--- config.mk ---
export PLATFORM = sky130hd
export DESIGN_NAME = multicycle_control_unit_flat
export DESIGN_NICKNAME = d
export VERILOG_FILES = /design/src/rtl/multicycle_control_unit_if.sv /design/src/rtl/multicycle_control_unit.sv /design/src/flat_wrapper.sv
export SDC_FILE = /design/constraint.sdc
export NUM_CORES = 1
export LEC_CHECK = 0
export ABC_AREA = 1
export ABC_CLOCK_PERIOD_IN_PS = 2020
export CAP_MARGIN = 20
export CORE_MARGIN = 2
export CORE_UTILIZATION = 45
export CTS_BUF_LIST = sky130_fd_sc_hd__clkbuf_4
export DETAILED_ROUTE_END_ITERATION = 8
export HOLD_SLACK_MARGIN = 0.12
export PLACE_DENSITY = 0.79
export SYNTH_ARGS = -nofsm -noshare
export SYNTH_HDL_FRONTEND = slang
export SYNTH_SLANG_ARGS = --single-unit
--- constraint.sdc ---
create_clock -name clk -period 2.02 [get_ports clk]
set_clock_uncertainty 0.1 [all_clocks]
set_input_delay 0.505 -clock clk [delete_from_list [all_inputs] [get_ports clk]]
set_output_delay 0.505 -clock clk [all_outputs]
set_load 0.02 [all_outputs]
--- src/rtl/multicycle_control_unit_if.sv ---
// Control-unit bus: instruction-register/datapath side (master) and control unit (slave).
interface multicycle_control_unit_if #(
  parameter int unsigned OPCODE_W = 4,
  parameter int unsigned CNT_W    = 16
);
  logic [OPCODE_W-1:0] opcode;
  logic                mem_ready;
  logic                zero;
  logic                pc_write;
  logic                pc_src;
  logic                ir_write;
  logic                reg_dst;
  logic                alu_src;
  logic [2:0]          alu_op;
  logic                mem_read;
  logic                mem_write;
  logic                mem_to_reg;
  logic                reg_write;
  logic                slti;
  logic [2:0]          state;
  logic                instr_done;
  logic [CNT_W-1:0]    instr_count;

  modport master (
    output opcode, mem_ready, zero,
    input  pc_write, pc_src, ir_write, reg_dst, alu_src, alu_op, mem_read, mem_write,
           mem_to_reg, reg_write, slti, state, instr_done, instr_count
  );

  modport slave (
    input  opcode, mem_ready, zero,
    output pc_write, pc_src, ir_write, reg_dst, alu_src, alu_op, mem_read, mem_write,
           mem_to_reg, reg_write, slti, state, instr_done, instr_count
  );
endinterface

--- src/rtl/multicycle_control_unit.sv ---
// Moore FSM sequencing FETCH/DECODE/EXEC/MEM/WB with a retired-instruction counter.
// ILLEGAL_TRAP_EN: illegal opcodes lock into TRAP; otherwise they retire as NOPs in DECODE.
module multicycle_control_unit #(
  parameter int unsigned OPCODE_W = 4,
  parameter int unsigned CNT_W    = 16
) (
  input logic                      clk,
  input logic                      rst,
  multicycle_control_unit_if.slave bus
);

  typedef enum logic [2:0] {
    S_FETCH  = 3'd0,
    S_DECODE = 3'd1,
    S_EXEC   = 3'd2,
    S_MEM    = 3'd3,
    S_WB     = 3'd4,
    S_TRAP   = 3'd5
  } state_e;

  typedef enum logic [3:0] {
    OP_R    = 4'd0,
    OP_ADDI = 4'd1,
    OP_ANDI = 4'd2,
    OP_ORI  = 4'd3,
    OP_NORI = 4'd4,
    OP_BEQ  = 4'd5,
    OP_BNE  = 4'd6,
    OP_SLTI = 4'd7,
    OP_LW   = 4'd8,
    OP_SW   = 4'd9,
    OP_ILL  = 4'd15
  } op_e;

  state_e           state_q, state_d;
  logic [CNT_W-1:0] count_q;
  op_e              op;
  logic             illegal;

  logic       pc_write_c, pc_src_c, ir_write_c, reg_dst_c, alu_src_c;
  logic [2:0] alu_op_c;
  logic       mem_read_c, mem_write_c, mem_to_reg_c, reg_write_c, slti_c, done_c;

  // Any value above 9 is illegal, which also covers set bits above [3:0].
  always_comb begin
    illegal = (bus.opcode > OPCODE_W'(9));
    op      = illegal ? OP_ILL : op_e'(bus.opcode[3:0]);
  end

  always_ff @(posedge clk or posedge rst) begin
    if (rst) begin
      state_q <= S_FETCH;
      count_q <= '0;
    end else begin
      state_q <= state_d;
      if (done_c) count_q <= count_q + CNT_W'(1);
    end
  end

  always_comb begin
    state_d      = state_q;
    pc_write_c   = 1'b0;
    pc_src_c     = 1'b0;
    ir_write_c   = 1'b0;
    reg_dst_c    = 1'b0;
    alu_src_c    = 1'b0;
    alu_op_c     = 3'b000;
    mem_read_c   = 1'b0;
    mem_write_c  = 1'b0;
    mem_to_reg_c = 1'b0;
    reg_write_c  = 1'b0;
    slti_c       = 1'b0;
    done_c       = 1'b0;
    unique case (state_q)
      S_FETCH: begin
        mem_read_c = 1'b1;
        ir_write_c = bus.mem_ready;
        pc_write_c = bus.mem_ready;
        if (bus.mem_ready) state_d = S_DECODE;
      end
      S_DECODE: begin
        if (illegal) begin
`ifdef ILLEGAL_TRAP_EN
          state_d = S_TRAP;
`else
          done_c  = 1'b1;
          state_d = S_FETCH;
`endif
        end else begin
          state_d = S_EXEC;
        end
      end
      S_EXEC: begin
        reg_dst_c = (op == OP_R);
        unique case (op)
          OP_R:                      alu_op_c = 3'b111;
          OP_ANDI:                   alu_op_c = 3'b010;
          OP_ORI:                    alu_op_c = 3'b011;
          OP_NORI:                   alu_op_c = 3'b100;
          OP_BEQ, OP_BNE, OP_SLTI:   alu_op_c = 3'b001;
          default:                   alu_op_c = 3'b000;
        endcase
        alu_src_c = (op inside {OP_ADDI, OP_ANDI, OP_ORI, OP_NORI, OP_SLTI, OP_LW, OP_SW});
        if (op == OP_BEQ || op == OP_BNE) begin
          pc_write_c = (op == OP_BEQ) ? bus.zero : !bus.zero;
          pc_src_c   = 1'b1;
          done_c     = 1'b1;
          state_d    = S_FETCH;
        end else if (op == OP_LW || op == OP_SW) begin
          state_d = S_MEM;
        end else begin
          state_d = S_WB;
        end
      end
      S_MEM: begin
        if (op == OP_LW) begin
          mem_read_c = 1'b1;
          if (bus.mem_ready) state_d = S_WB;
        end else if (op == OP_SW) begin
          mem_write_c = 1'b1;
          if (bus.mem_ready) begin
            done_c  = 1'b1;
            state_d = S_FETCH;
          end
        end else begin
          state_d = S_FETCH;
        end
      end
      S_WB: begin
        reg_write_c  = 1'b1;
        reg_dst_c    = (op == OP_R);
        mem_to_reg_c = (op == OP_LW);
        slti_c       = (op == OP_SLTI);
        done_c       = 1'b1;
        state_d      = S_FETCH;
      end
      S_TRAP: begin
`ifdef ILLEGAL_TRAP_EN
        state_d = S_TRAP;
`else
        state_d = S_FETCH;
`endif
      end
      default: state_d = S_FETCH;
    endcase
  end

  // Reset masks every strobe, so an in-flight memory access is dropped immediately.
  always_comb begin
    bus.pc_write    = !rst && pc_write_c;
    bus.pc_src      = !rst && pc_src_c;
    bus.ir_write    = !rst && ir_write_c;
    bus.reg_dst     = !rst && reg_dst_c;
    bus.alu_src     = !rst && alu_src_c;
    bus.alu_op      = rst ? '0 : alu_op_c;
    bus.mem_read    = !rst && mem_read_c;
    bus.mem_write   = !rst && mem_write_c;
    bus.mem_to_reg  = !rst && mem_to_reg_c;
    bus.reg_write   = !rst && reg_write_c;
    bus.slti        = !rst && slti_c;
    bus.instr_done  = !rst && done_c;
    bus.state       = state_q;
    bus.instr_count = count_q;
  end

endmodule

--- src/flat_wrapper.sv ---
// flat-port wrapper written by rule: the top's interface ports become plain ports
module multicycle_control_unit_flat 
#(
  parameter int unsigned OPCODE_W = 4,
  parameter int unsigned CNT_W    = 16
)
  (clk, rst, bus_opcode, bus_mem_ready, bus_zero, bus_pc_write, bus_pc_src, bus_ir_write, bus_reg_dst, bus_alu_src, bus_alu_op, bus_mem_read, bus_mem_write, bus_mem_to_reg, bus_reg_write, bus_slti, bus_state, bus_instr_done, bus_instr_count);
  multicycle_control_unit_if #(.OPCODE_W(OPCODE_W), .CNT_W(CNT_W)) bus_i ();
  input logic clk;
  input logic rst;
  input wire logic [$bits(bus_i.opcode)-1:0] bus_opcode;
  input wire logic [$bits(bus_i.mem_ready)-1:0] bus_mem_ready;
  input wire logic [$bits(bus_i.zero)-1:0] bus_zero;
  output wire logic [$bits(bus_i.pc_write)-1:0] bus_pc_write;
  output wire logic [$bits(bus_i.pc_src)-1:0] bus_pc_src;
  output wire logic [$bits(bus_i.ir_write)-1:0] bus_ir_write;
  output wire logic [$bits(bus_i.reg_dst)-1:0] bus_reg_dst;
  output wire logic [$bits(bus_i.alu_src)-1:0] bus_alu_src;
  output wire logic [$bits(bus_i.alu_op)-1:0] bus_alu_op;
  output wire logic [$bits(bus_i.mem_read)-1:0] bus_mem_read;
  output wire logic [$bits(bus_i.mem_write)-1:0] bus_mem_write;
  output wire logic [$bits(bus_i.mem_to_reg)-1:0] bus_mem_to_reg;
  output wire logic [$bits(bus_i.reg_write)-1:0] bus_reg_write;
  output wire logic [$bits(bus_i.slti)-1:0] bus_slti;
  output wire logic [$bits(bus_i.state)-1:0] bus_state;
  output wire logic [$bits(bus_i.instr_done)-1:0] bus_instr_done;
  output wire logic [$bits(bus_i.instr_count)-1:0] bus_instr_count;
  assign bus_i.opcode = bus_opcode;
  assign bus_i.mem_ready = bus_mem_ready;
  assign bus_i.zero = bus_zero;
  assign bus_pc_write = bus_i.pc_write;
  assign bus_pc_src = bus_i.pc_src;
  assign bus_ir_write = bus_i.ir_write;
  assign bus_reg_dst = bus_i.reg_dst;
  assign bus_alu_src = bus_i.alu_src;
  assign bus_alu_op = bus_i.alu_op;
  assign bus_mem_read = bus_i.mem_read;
  assign bus_mem_write = bus_i.mem_write;
  assign bus_mem_to_reg = bus_i.mem_to_reg;
  assign bus_reg_write = bus_i.reg_write;
  assign bus_slti = bus_i.slti;
  assign bus_state = bus_i.state;
  assign bus_instr_done = bus_i.instr_done;
  assign bus_instr_count = bus_i.instr_count;
  multicycle_control_unit #(.OPCODE_W(OPCODE_W), .CNT_W(CNT_W)) u_core (.clk(clk), .rst(rst), .bus(bus_i));
endmodule
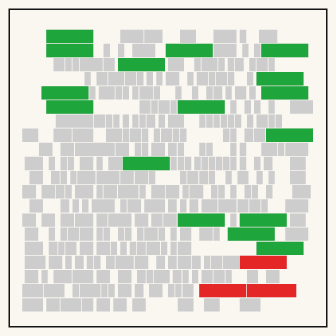
*Sequential cells coloured by netlist name, run 1*
netlist name	colour	sequential cells
`u_core.bus.state`	red	3
`u_core.bus.instr_count`	green	16
seq pwr: 523 uW
Core Util, Final: 0.740
Reg area: 477 um2
flop share of the area: 0.211

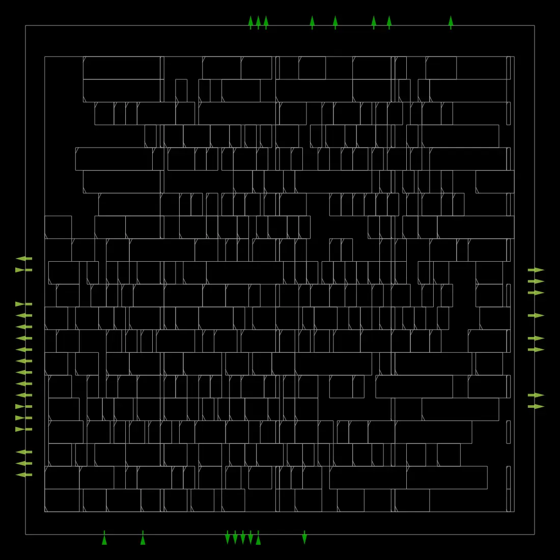
*Cell outlines without signal wires, run 1*
number of fill cells: 269
flop count: 19
Core Area: 3050 um2
Tapcell Cnt: 44

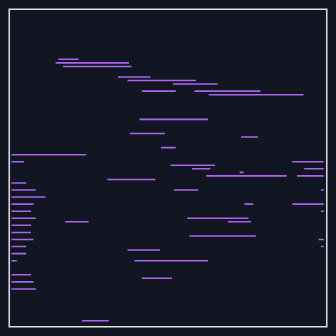
*Met3 routing, run 1*
wire length on this layer	313 um
main direction	horizontal
Routed WL: 4200 um
GR met3 Demand/Resource: 0.0362
vias: 1796

==> flow_metrics.py, run 1 <==
# Metrics from the implementation run
metrics = {
    "worst_setup_path": {
        "path_cells": "nor2_2, nand2_2, buf_4, buf_4, a211oi_2, buf_4",
        "regToRegEndpoint": "u_core.bus.instr_count[12]$_DFFE_PP0P_",
        "start_kind": "flip-flop",
        "critical_path.top_delay_family": "buffers and inverters",
        "startpoint": "u_core.bus.state[0]$_DFFE_PP0P_",
        "crit_path_max_incr_delay_ns": 0.42,
    },
    "run_status": {
        "outcome": "finished with violations",
        "violations": "negative setup slack",
    },
    "route": {
        "routed_via_density": 5.15,
    },
    "place": {
        "gp_congestion": 0.917,
        "dpl-instance-area_um2": 2160,
    },
    "power": {
        "power.share.clock": 0.118,
        "p_sw_uw": 763,
    },
    "die": {
        "fp_util": 0.476,
        "die_h_um": 60.8,
    },
    "sta": {
        "maxSlewViolCount": 0,
        "setup_ws_ns": -0.177,
        "setup_violations": 13,
    },
    "global_route": {
        "grt_start_max_net_pins": 20,
        "grt.busiest_layer": "met2",
        "grt_pass1_wl_um": 6890,
    },
    "logic_synthesis": {
        "enable_flop_cells": 0,
        "syn-cell-area_um2": 1450,
    },
    "cells_and_area": {
        "syn_to_final_growth_pct": 55.3,
    },
}
run 1: flip-flops by register name (all words and copies together) (netlist names):
register and cells:
u_core.bus.state 3, u_core.bus.instr_count 16
run 1: metrics by stage:
| step | TNS, ns | hold slack (ns) |
|---|---|---|
| 2_1_floorplan | -0.0930 | 0.474 |
| 3_3_place_gp | -15.22 | 0.464 |
| 3_5_place_dp | -15.49 | 0.468 |
| 4_1_cts | -1.41 | 0.422 |
| 5_1_grt | -2.70 | 0.439 |
| 6_report | -1.36 | 0.412 |
run 1: cells in the final DEF (no fill, tap or decap), types with 2 or more instances in the layout:
| cell type | instances |
|---|---|
| a211oi_2 | 2 |
| a21oi_1 | 4 |
| buf_4 | 41 |
| buf_6 | 4 |
| clkbuf_4 | 3 |
| clkdlybuf4s15_2 | 2 |
| clkdlybuf4s50_1 | 4 |
| dfrtp_1 | 18 |
| dlygate4sd2_1 | 10 |
| dlymetal6s2s_1 | 8 |
| inv_1 | 19 |
| inv_2 | 5 |
| nand2_1 | 87 |
| nand2_2 | 3 |
| nand3_1 | 11 |
| nand3_2 | 4 |
| nand4_1 | 20 |
| nor2_1 | 24 |
| nor2_2 | 5 |
| nor2_4 | 4 |
| nor3_2 | 3 |
| o21ai_0 | 4 |
| xnor2_1 | 4 |
| xor2_1 | 3 |
run 1: final cells by class:
type                            count  area share
Multi-Input combinational cell    184       0.424
Sequential cell                    19       0.211
Clock inverter                      1     0.00222
Tap cell                           44      0.0244
Timing Repair Buffer               72       0.283
Inverter                           26      0.0460
Clock buffer                        3     0.00997
run 1: kinds of logic after synthesis:
kind of cell / after synthesis / synth area share
simple gates: 163 / 0.486
buf+inv: 31 / 0.0852
flops: 19 / 0.327
compound gates: 13 / 0.0508
xor+xnor: 7 / 0.0422
fa+ha+maj: 1 / 0.00860
### Nets reached from selected ports, run 1

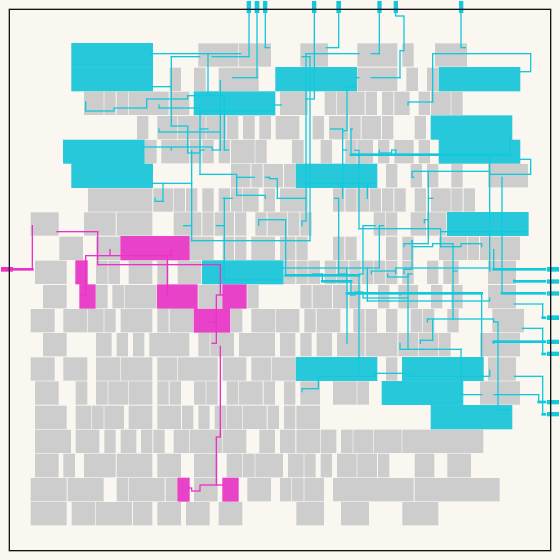

==> run 1 -> run 2 <==
Settings changed: TNS_END_PERCENT from default to 30.
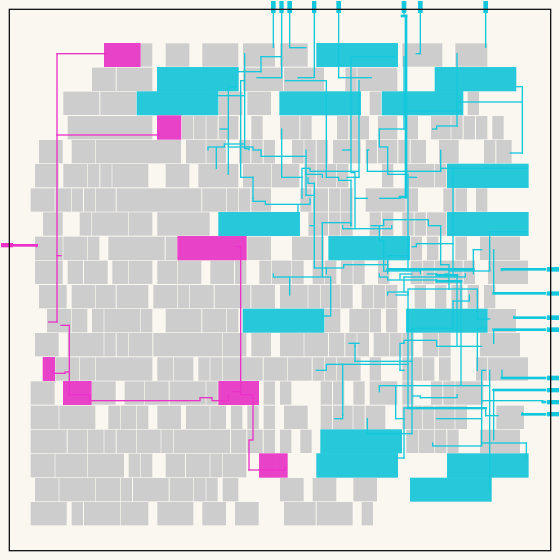
*Nets reached from selected ports, run 2*
port	colour	bits	direction	end cells	buffers	wire
`rst`	magenta	1	input	8	2	116 um
`bus_instr_count`	cyan	16	output	16	16	739 um

==> run 2 against run 1 <==
Compared with the run above: the run still ends with negative setup slack left; synthesized cell count is the same; non-clock buffer count grew 12; via count grew 5.2%; sequential power grew 4%; sequential share of layout area shrank 1.4 points; total power grew 12%; worst hold slack gained 0.020 ns; core utilization grew 5.8 points; die area is the same; routed wire length grew 15%; fmax shrank 3.7%; design area grew 7.8%; largest cell class unchanged; highest routed layer unchanged.
==> flow_metrics.py, run 2 <==
# Metrics from the implementation run
metrics = {
    "global_route": {
        "grt_pass1_wl_um": 7700,
        "grt_start_max_net_pins": 20,
    },
    "place": {
        "dpl-instance-area_um2": 2170,
    },
    "run_status": {
        "violations": "negative setup slack",
        "outcome": "finished with violations",
    },
    "route": {
        "postRouteWirelength_um": 4820,
        "dr_total_vias": 1889,
    },
    "worst_setup_path": {
        "crit_path_max_incr_delay_ns": 0.46,
        "start_kind": "flip-flop",
        "critical_path.top_delay_family": "flip-flops",
        "path_cells": "nor2_4, nand2_4, nor2_4, inv_1, a211oi_2, buf_4",
    },
    "logic_synthesis": {
        "ys_sh_aoi": 0.0508,
        "ys_sh_xor": 0.0422,
        "mux_area_frac": 0,
    },
    "cells_and_area": {
        "final_core_util": 0.798,
        "nFillCells": 221,
        "ff_latch_area_um2": 479,
        "largest_register_ffs": 16,
    },
    "sta": {
        "setup_ws_ns": -0.261,
        "setup_violations": 14,
    },
}
run 2: cell counts after synthesis:
No cell type changed its count.
run 2: layout make-up:
class                           instances  area share
Inverter                               26      0.0416
Clock buffer                            3     0.00925
Sequential cell                        19       0.197
Tap cell                               44      0.0226
Timing Repair Buffer                   84       0.306
Multi-Input combinational cell        184       0.421
Clock inverter                          1     0.00206
run 2: timing repair:
action	in CTS	in global routing
pin swaps	16	9
endpoints found under the setup margin	21	24
setup buffers	7	3
hold buffers	0	0
gates resized	128	23
run 2: power breakdown:
group | switching, mW | leakage, nW | internal (mW)
logic | 0.626 | 1.09 | 0.544
clock network | 0.131 | 0.0177 | 0.0742
registers | 0.0951 | 0.254 | 0.447
run 2: logic make-up after synthesis:
kind of cell | Yosys count
XOR/XNOR | 7
AND/OR/NAND/NOR | 163
buffers and inverters | 31
flip-flops | 19
AND-OR/OR-AND | 13
adder cells (fa/ha/maj) | 1
run 2: worst paths after layout:
path	from	to	slack, ns	cells after the start
setup / recovery	u_core.bus.state[0]$_DFFE_PP0P_	bus_reg_dst	-0.26	6
hold / removal	rst	u_core.bus.instr_count[2]$_DFFE_PP0P_	0.43	3
setup reg to reg	u_core.bus.state[0]$_DFFE_PP0P_	u_core.bus.instr_count[6]$_DFFE_PP0P_	0.21	10
hold reg to reg	u_core.bus.instr_count[15]$_DFFE_PP0P_	u_core.bus.instr_count[15]$_DFFE_PP0P_	0.50	2
max in group asynchronous	rst	u_core.bus.state[2]$_DFFE_PP0P_	1.16	3
min in group clk	u_core.bus.instr_count[15]$_DFFE_PP0P_	u_core.bus.instr_count[15]$_DFFE_PP0P_	0.50	2
run 2: metal layers:
metal  vias up  share of wire  global-route usage
li1        930              -                   -
met1       884           0.40               0.325
met2        64           0.54               0.492
met3        11          0.041              0.0490
met4         0          0.023               0.121
met5         -              0                   0
### Sequential cells coloured by netlist name, run 2

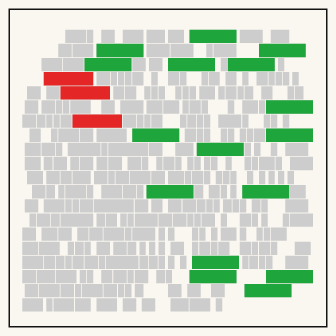

==> run 2 -> run 3 <==
Settings changed: CELL_PAD_IN_SITES_DETAIL_PLACEMENT from default to 0, CELL_PAD_IN_SITES_GLOBAL_PLACEMENT from default to 1, CORE_UTILIZATION 45 to 30, GPL_ROUTABILITY_DRIVEN from default to 0, PLACE_DENSITY 0.79 to default, PLACE_DENSITY_LB_ADDON from default to 0.1.
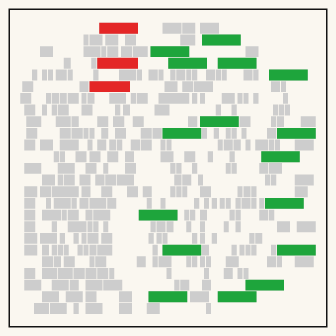
*Sequential cells coloured by netlist name, run 3*
netlist name	colour	sequential cells
`u_core.bus.instr_count`	green	16
`u_core.bus.state`	red	3

==> run 3 against run 2 <==
Compared with the run above: the run still ends with negative setup slack left; sequential cell count unchanged; core utilization is 29 points lower; design area down 2.7%; synthesized cell count stayed put; largest cell class unchanged; fmax increased by 3.0%; non-clock buffer count shrank 4; total power is 9.0% lower; critical path depth unchanged; final cell count rose by 1.7%.
==> flow_metrics.py, run 3 <==
# Metrics from the implementation run
metrics = {
    "run_status": {
        "outcome": "finished with violations",
        "violations": "negative setup slack",
    },
    "die": {
        "die_h_um": 73.6,
        "core_um2": 4690,
    },
    "power": {
        "swShare": 0.446,
        "power.share.clock": 0.121,
        "combPwrFrac": 0.571,
        "p_sw_uw": 779,
        "seq_power_share": 0.307,
    },
    "cells_and_area": {
        "mostFrequentLayoutCells": "nand2_1 (85), buf_4 (46), nor2_1 (22), nand4_1 (20)",
        "largest_register_ffs": 16,
        "lay_top_count": "nand2_1",
        "syn_to_final_growth_pct": 63.0,
    },
    "place": {
        "dpl-instance-area_um2": 2210,
    },
    "sta": {
        "fin_hold_ws_ns": 0.431,
        "setup_violations": 14,
        "maxSlewViolCount": 0,
        "tightest_slew_ns": 0.316,
        "setup_ws_ns": -0.194,
        "setup_tns_ns": -1.61,
    },
    "logic_synthesis": {
        "ys_sh_xor": 0.0422,
        "ys_sh_aoi": 0.0508,
        "yosysTopAreaCell": "dfrtp_1",
        "mux_area_frac": 0,
        "logic_family": "simple AND/OR/NAND/NOR gates",
        "synth.cellmix.adderShare": 0.00861,
    },
    "global_route": {
        "grt_pass1_wl_um": 7790,
        "grt_start_max_net_pins": 20,
    },
    "clocking": {
        "hold_buffers": 0,
        "cts_setup_buffers": 2,
        "clockBufferDepth": 2,
    },
    "worst_setup_path": {
        "startpoint": "u_core.bus.state[0]$_DFFE_PP0P_",
        "timing.rr.start": "u_core.bus.state[2]$_DFFE_PP0P_",
        "start_kind": "flip-flop",
        "crit_path_max_incr_delay_ns": 0.47,
    },
    "route": {
        "routed_via_density": 4.81,
        "postRouteWirelength_um": 4550,
    },
}
## run 3: cell counts after synthesis
No cell type changed its count.
## run 3: worst max-delay path, delay by kind of cell (launching register included)
kind | cells | cell delay (ns)
DFF | 1 | 0.47
AOI/OAI and AO/OA | 1 | 0.20
buffers and inverters | 1 | 0.18
and+or+nand+nor | 4 | 0.46
## run 3: final cells by class
| type | count | area [um2] |
|---|---|---|
| timing repair buffer | 80 | 706 |
| multi-input combinational | 184 | 990 |
| fill | 505 | 2320 |
| sequential | 19 | 478 |
| clock inverter | 1 | 5.00 |
| clock buffer | 3 | 22.5 |
| tap | 54 | 67.6 |
| inverter | 26 | 101 |
## run 3: path summary, 6_finish.rpt
kind | depth (start not counted) | to | slack, ns
worst max-delay path | 6 | bus_alu_src | -0.19
worst min-delay path | 3 | u_core.bus.instr_count[4]$_DFFE_PP0P_ | 0.43
worst max register to register | 10 | u_core.bus.instr_count[14]$_DFFE_PP0P_ | 0.20
worst min register to register | 2 | u_core.bus.instr_count[15]$_DFFE_PP0P_ | 0.49
max in group asynchronous | 3 | u_core.bus.state[2]$_DFFE_PP0P_ | 1.17
min in group clk | 2 | u_core.bus.instr_count[15]$_DFFE_PP0P_ | 0.49
## run 3: per-layer routing
metal,GRT usage,vias to the layer above,part of all wire
met5,0,-,0
met1,0.232,808,0.45
li1,-,913,-
met3,0.0178,5,0.035
met2,0.319,40,0.50
met4,0.0727,0,0.016
## run 3: power groups by stage
stage,Sequential (mW),Combinational (mW),Clock [mW]
after floorplan,0.596,0.404,0
after global placement,0.533,0.944,0
after detailed placement,0.530,0.940,0
after CTS,0.528,0.972,0.217
after global routing,0.551,1.10,0.238
final,0.537,0.998,0.212
Power figures rest on the tool's default switching activity, not on a simulated workload.
